**Cell sizes after repair**

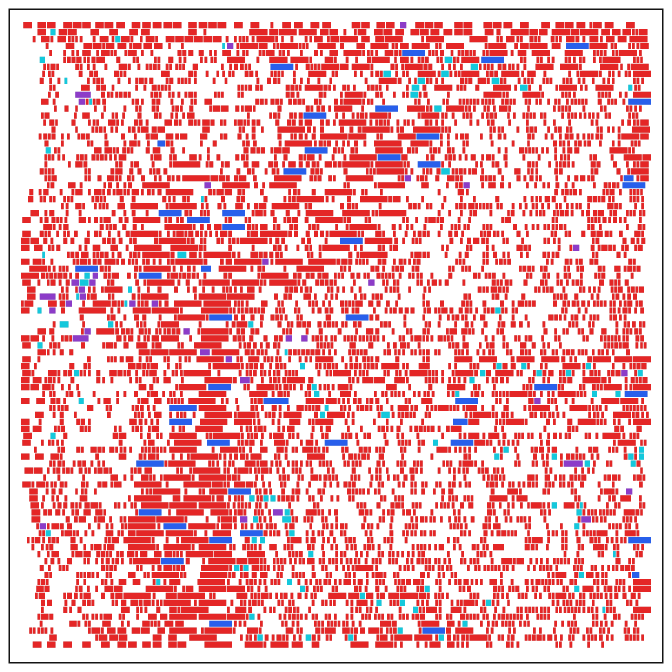
**The metal 1 layer**

Supply wires on this layer in grey. Cells faint in the background.
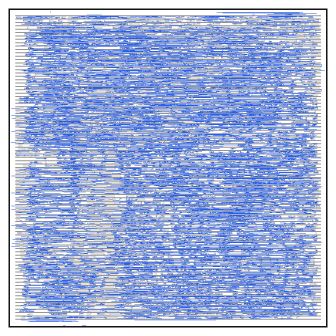
**Clock distribution**

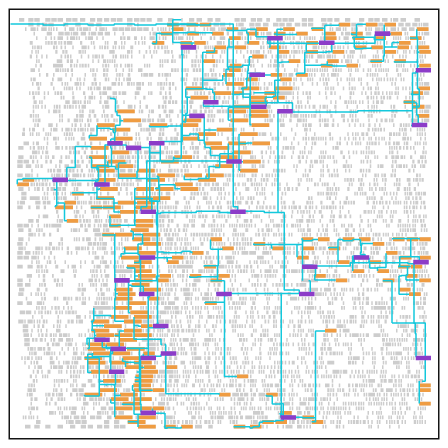
**The clock network**

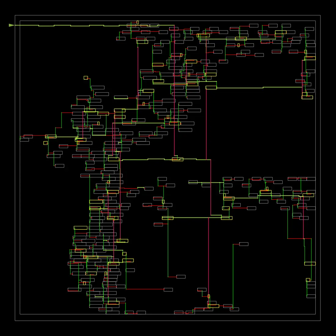
**Placement by cell class**

Scale bar: 100 microns.
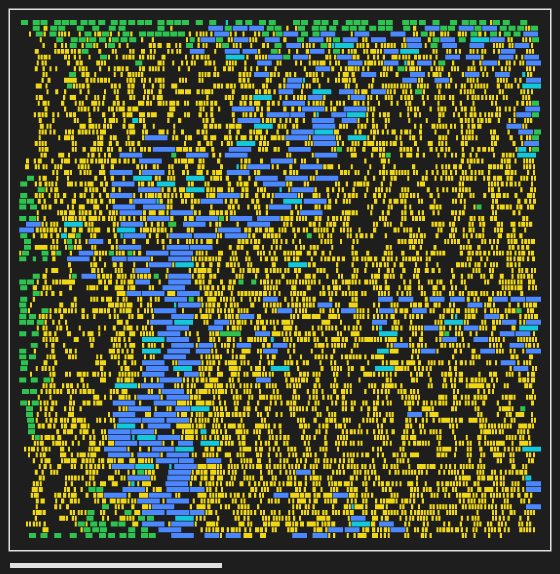
File: src/rtl/ysyx_22040125_exe_div_pkg.sv
// Shared encodings for the RV64M divider: operation codes, FSM states, datapath width.
package ysyx_22040125_exe_div_pkg;

  localparam int XLEN = 64;

  typedef enum logic [1:0] {
    OP_DIV  = 2'b00,
    OP_DIVU = 2'b01,
    OP_REM  = 2'b10,
    OP_REMU = 2'b11
  } op_e;

  typedef enum logic [1:0] {
    ST_IDLE = 2'b00,
    ST_CALC = 2'b01,
    ST_DONE = 2'b10
  } state_e;

  function automatic logic [XLEN-1:0] sext32(input logic [31:0] v);
    return {{(XLEN-32){v[31]}}, v};
  endfunction

endpackage

File: src/rtl/ysyx_22040125_div_core.sv
// Unsigned restoring divider, one quotient bit per cycle; 64 or 32 iterations.
module ysyx_22040125_div_core
  import ysyx_22040125_exe_div_pkg::*;
(
  input  logic            clk,
  input  logic            rst,
  input  logic            kill,
  input  logic            start,
  input  logic            word,
  input  logic [XLEN-1:0] dividend,
  input  logic [XLEN-1:0] divisor,
  output logic            done,
  output logic [XLEN-1:0] quotient,
  output logic [XLEN-1:0] remainder
);

  logic [XLEN-1:0] quo_q, rem_q, dvsr_q;
  logic [XLEN-1:0] quo_nxt, rem_nxt;
  logic [XLEN:0]   part, diff;
  logic [5:0]      cnt_q;
  logic            run_q;

  // Partial remainder needs one extra bit: 2*rem + 1 can exceed 64 bits.
  always_comb begin
    part = {rem_q, quo_q[XLEN-1]};
    diff = part - {1'b0, dvsr_q};
    if (diff[XLEN]) begin
      rem_nxt = part[XLEN-1:0];
      quo_nxt = {quo_q[XLEN-2:0], 1'b0};
    end else begin
      rem_nxt = diff[XLEN-1:0];
      quo_nxt = {quo_q[XLEN-2:0], 1'b1};
    end
  end

  assign done      = run_q && (cnt_q == 6'd0);
  assign quotient  = quo_nxt;
  assign remainder = rem_nxt;

  always_ff @(posedge clk) begin
    if (rst || kill) begin
      run_q <= 1'b0;
      cnt_q <= 6'd0;
    end else if (start) begin
      run_q <= 1'b1;
      cnt_q <= word ? 6'd31 : 6'd63;
    end else if (run_q) begin
      if (cnt_q == 6'd0) run_q <= 1'b0;
      else cnt_q <= cnt_q - 6'd1;
    end
  end

  // Word operands sit in the top half so the same MSB-first shift applies.
  always_ff @(posedge clk) begin
    if (start) begin
      quo_q  <= word ? {dividend[31:0], 32'b0} : dividend;
      rem_q  <= '0;
      dvsr_q <= word ? {32'b0, divisor[31:0]} : divisor;
    end else if (run_q) begin
      quo_q <= quo_nxt;
      rem_q <= rem_nxt;
    end
  end

endmodule

File: src/rtl/ysyx_22040125_exe_div.sv
// RV64M divide unit: operand/sign preparation, special-case bypass and handshake FSM.
module ysyx_22040125_exe_div
  import ysyx_22040125_exe_div_pkg::*;
(
  input  logic            clk,
  input  logic            rst,
  input  logic            flush,
  input  logic            in_valid,
  output logic            in_ready,
  input  logic [1:0]      in_op,
  input  logic            in_word,
  input  logic [XLEN-1:0] in_src1,
  input  logic [XLEN-1:0] in_src2,
  input  logic [4:0]      in_rd,
  output logic            out_valid,
  input  logic            out_ready,
  output logic [XLEN-1:0] out_result,
  output logic [4:0]      out_rd,
  output logic            busy
);

  state_e          state_q, state_d;
  op_e             op_in;
  logic            sgn_in, rem_in, neg_a, neg_b, div_zero, ovf, special, accept;
  logic [XLEN-1:0] a_ext, b_ext, abs_a, abs_b, spec_res;
  logic            is_rem_q, word_q, neg_q_q, neg_r_q;
  logic            core_done;
  logic [XLEN-1:0] core_quo, core_rem;

  function automatic logic [XLEN-1:0] apply_sign(
    input logic is_rem, input logic word, input logic nq, input logic nr,
    input logic [XLEN-1:0] quo, input logic [XLEN-1:0] rem);
    logic [XLEN-1:0] res;
    res = is_rem ? (nr ? -rem : rem) : (nq ? -quo : quo);
    return word ? sext32(res[31:0]) : res;
  endfunction

  assign op_in = op_e'(in_op);

  always_comb begin
    sgn_in   = (op_in == OP_DIV) || (op_in == OP_REM);
    rem_in   = (op_in == OP_REM) || (op_in == OP_REMU);
    a_ext    = in_word ? (sgn_in ? sext32(in_src1[31:0]) : {32'b0, in_src1[31:0]}) : in_src1;
    b_ext    = in_word ? (sgn_in ? sext32(in_src2[31:0]) : {32'b0, in_src2[31:0]}) : in_src2;
    neg_a    = sgn_in && a_ext[XLEN-1];
    neg_b    = sgn_in && b_ext[XLEN-1];
    abs_a    = neg_a ? -a_ext : a_ext;
    abs_b    = neg_b ? -b_ext : b_ext;
    div_zero = (b_ext == '0);
    ovf      = sgn_in && (b_ext == '1) &&
               (in_word ? (a_ext[31:0] == 32'h8000_0000) : (a_ext == {1'b1, {(XLEN-1){1'b0}}}));
    special  = div_zero || ovf;
    if (div_zero) spec_res = rem_in ? a_ext : '1;
    else          spec_res = rem_in ? '0 : a_ext;
    if (in_word)  spec_res = sext32(spec_res[31:0]);
  end

  assign in_ready  = (state_q == ST_IDLE);
  assign accept    = in_valid && in_ready && !flush;
  assign out_valid = (state_q == ST_DONE);
  assign busy      = (state_q != ST_IDLE);

  ysyx_22040125_div_core u_core (
    .clk       (clk),
    .rst       (rst),
    .kill      (flush),
    .start     (accept && !special),
    .word      (in_word),
    .dividend  (abs_a),
    .divisor   (abs_b),
    .done      (core_done),
    .quotient  (core_quo),
    .remainder (core_rem)
  );

  always_comb begin
    state_d = state_q;
    unique case (state_q)
      ST_IDLE: if (accept) state_d = special ? ST_DONE : ST_CALC;
      ST_CALC: if (core_done) state_d = ST_DONE;
      ST_DONE: if (out_ready) state_d = ST_IDLE;
      default: state_d = ST_IDLE;
    endcase
    if (flush) state_d = ST_IDLE;
  end

  always_ff @(posedge clk) begin
    if (rst) state_q <= ST_IDLE;
    else     state_q <= state_d;
  end

  always_ff @(posedge clk) begin
    if (accept) begin
      is_rem_q <= rem_in;
      word_q   <= in_word;
      neg_q_q  <= neg_a ^ neg_b;
      neg_r_q  <= neg_a;
    end
  end

  // Result is captured on the final iteration edge and held through DONE.
  always_ff @(posedge clk) begin
    if (rst) begin
      out_result <= '0;
      out_rd     <= '0;
    end else if (accept) begin
      out_rd <= in_rd;
      if (special) out_result <= spec_res;
    end else if ((state_q == ST_CALC) && core_done && !flush) begin
      out_result <= apply_sign(is_rem_q, word_q, neg_q_q, neg_r_q, core_quo, core_rem);
    end
  end

endmodule

File: config.mk
export PLATFORM = sky130hd
export DESIGN_NAME = ysyx_22040125_exe_div
export DESIGN_NICKNAME = d
export VERILOG_FILES = /design/src/rtl/ysyx_22040125_exe_div_pkg.sv /design/src/rtl/ysyx_22040125_div_core.sv /design/src/rtl/ysyx_22040125_exe_div.sv
export SDC_FILE = /design/constraint.sdc
export NUM_CORES = 1
export LEC_CHECK = 0
export ABC_AREA = 1
export ABC_CLOCK_PERIOD_IN_PS = 10950
export CORE_MARGIN = 4
export CORE_UTILIZATION = 50
export CTS_BUF_LIST = sky130_fd_sc_hd__clkbuf_16
export DETAILED_ROUTE_END_ITERATION = 7
export PLACE_DENSITY = 0.71
export SLEW_MARGIN = 25
export SYNTH_ARGS = -nofsm -noshare
export SYNTH_HDL_FRONTEND = slang
export SYNTH_HIERARCHICAL = 1
export SYNTH_SLANG_ARGS = --single-unit
File: constraint.sdc
create_clock -name clk -period 10.95 [get_ports clk]
set_input_delay 2.7375 -clock clk [delete_from_list [all_inputs] [get_ports clk]]
set_output_delay 2.7375 -clock clk [all_outputs]
set_load 0.02 [all_outputs]
==> flow_metrics.tcl <==
# implementation run metrics
set metrics [dict create \
    status "complete, no violations" \
    setup_violations 0 \
    grt_pass1_vias 30500 \
    clkCellAreaFrac_pct 3.49 \
    maxCapViolCount 0 \
    area_leaders "nand2_1 (25%), edfxtp_1 (13%), inv_1 (10%)" \
    wl_met3_mm 16.9 \
    cp.depth 14 \
    ys.flop_type "dfxtp_1" \
    nNonClkBuffers 238 \
    syn_area_per_cell_sq_um 5.51 \
    simple_gate_area_share_pct 46.5 \
    netlist_logic_family_top "simple AND/OR/NAND/NOR gates" \
    worst_ep_required_time_ns 11.14 \
    dp_cells 6297 \
    buf_share_pct 6.96 \
    path_class "input pin to register" \
    hold_viol 0 \
    fin_setup_tns_ns 0 \
    startpoint_type "input pin" \
    m1WireLength_mm 56.0 \
    postSynthSeqShare_pct 22.3 \
    crit_chain "clkdlybuf4s50_1 -> nand3_4 -> nand3_1 -> nor2_1 -> nand2_1 -> nor2_1 -> nand3_2 -> buf_4 -> nand3_2 -> inv_4 -> nor2_4 -> buf_4 -> inv_2 -> buf_4" \
    top_cell_area_share_pct 25.4 \
    comb_share_pct 57.1 \
    route.met2.wl_mm 51.7 \
    logic_area_sq_um 19200 \
    top_power_group "registers" \
    io_buffers 212 \
    syn_area_sq_um 30500 \
    num-nonclk-inverters 825 \
    crit_slowest_cell "clkdlybuf4s50_1" \
    yosysMostFrequentCell "nand2_1" \
    yosys_warnings 6 \
    xor_share_pct 4.63 \
    cpPeakStageDelay_ns 0.73 \
    p_seq_mw 1.20 \
    edf_count 132 \
    aoi_share_pct 8.62 \
    power_density_nw_per_um2 96.8 \
    period_used_pct 65.2 \
    rrSetupSlack_ns 4.32 \
    async_reset_ff_share_pct 0 \
    peakVddDrop_uv 71.4 \
    share_seq_of_total_power_pct 37.0 \
    rr_startpoint "u_core/quo_q[63]" \
    grt_util_all_layers_pct 38.1 \
    p_comb_mw 0.854 \
    synth_flops 274 \
    adder_share_pct 2.98 \
    worst_slew_pin_slew_ns 1.09 \
    vias 35300 \
    hpwl_mm 104 \
    combPwrFrac_pct 26.3 \
    wl_per_cell_microns 20.3 \
    dpl_worst_slack_ns 2.90 \
    syn_inst 5529 \
    fp_util_pct 50.5 \
    viasPerCell 5.54 \
    placed_area_sq_um 32400 \
    overflow 0 \
    cpMostUsedCell "buf_4" \
    insertedDiodeCount 0 \
    whs_ns 0.473 \
    path_buffers 6 \
    ff_latch_area_sq_um 6810 \
    crit_path_end_kind "register" \
    place.gp.congestion 1.05 \
    ys_cells 5529 \
    final_util_pct 55.6 \
    layout_min_cycle_time_ns 7.14 \
    common_cells "nand2_1 (2059), inv_1 (812), nor2_1 (704)" \
    rsz0062_at_grt "false" \
    dr.pass1.iters 6 \
    cts.clk_slew.worst_paths_ns 0.06 \
    cts_tree "built" \
    ys_sh_mux_pct 0 \
    fillers 6490 \
    pin_count 213 \
    hold_depth 2 \
    hold_end "u_core/rem_q[16]" \
    cp-startpoint "in_src2[31]" \
    h-tree-depth 2 \
    clockBufferDepth 3 \
    highest_layer "met4" \
    ctsRootBufferMaster "clkbuf_16" \
    path_delay_family "buffers and inverters" \
    top_area_cell "nand2_1" \
    yosysChipArea_sq_um 30500 \
    grt_max_degree 100 \
    grtUsageMet3_pct 9.94 \
    maxSlewHeadroom_pct 26.6 \
    grtUsageMet1_pct 56.4 \
]
-- 'cell sizes after repair' (at the start) --
Key: purple = _3 and _4 cells [cells 36, share 0.65%]; blue = _6 and larger [cells 47, share 0.84%]; cyan = _2 cells [cells 100, share 1.8%]; red = _0 and _1 cells [cells 5397, share 97%]

-- 'the metal 1 layer' (at the start) --
The longest straight run is 86.0 microns. The layer carries 56.0 mm of wire.

-- 'clock distribution' (at the start) --
Key: orange = flip-flops [count 274]; cyan = clock wires [length 4500 microns]; purple = clock drivers [count 36]
There are 37 routed clock nets. Position of the flops: all over the die.
Clock Skews: 0.0334 ns
latest clock arrival within the worst-skew pair: 0.56 ns
clock share of power: 36.7%

-- 'the clock network' (at the start) --
CLK BUF: 39
flip-flops: 274
clk pwr: 1.19 mW
clock tree sinks: 274
Num CTS Buffers: 36

-- 'placement by cell class' (at the start) --
Key: green = remaining buffers and delay cells [cells 238]; blue = sequential cells [cells 274]; cyan = clock drivers and dummy loads [cells 65]; yellow = combinational and other logic [cells 5003]

## cells in the final DEF (no fill, tap or decap), types with 21 or more instances in the layout
master / instances
clkdlybuf4s50_1: 210
nand4_1: 66
and2_1: 53
edfxtp_1: 132
ha_1: 71
o21ai_0: 248
nand2_2: 51
nand3_1: 395
a21oi_1: 171
xor2_1: 127
xnor2_1: 34
a31oi_1: 21
nand2_1: 2058
dfxtp_1: 142
buf_4: 25
o21ai_1: 22
nor2_1: 702
clkbuf_16: 39
inv_1: 813
nor3_1: 48
## worst register-to-register path: cells and delay by family (launching register included)
kind | cells | cell delay, ns
buffers and inverters | 4 | 0.99
DFF | 1 | 0.42
adders and majority gates | 2 | 0.71
and+or+nand+nor | 28 | 4.47
Power and IR drop assume default switching activity.
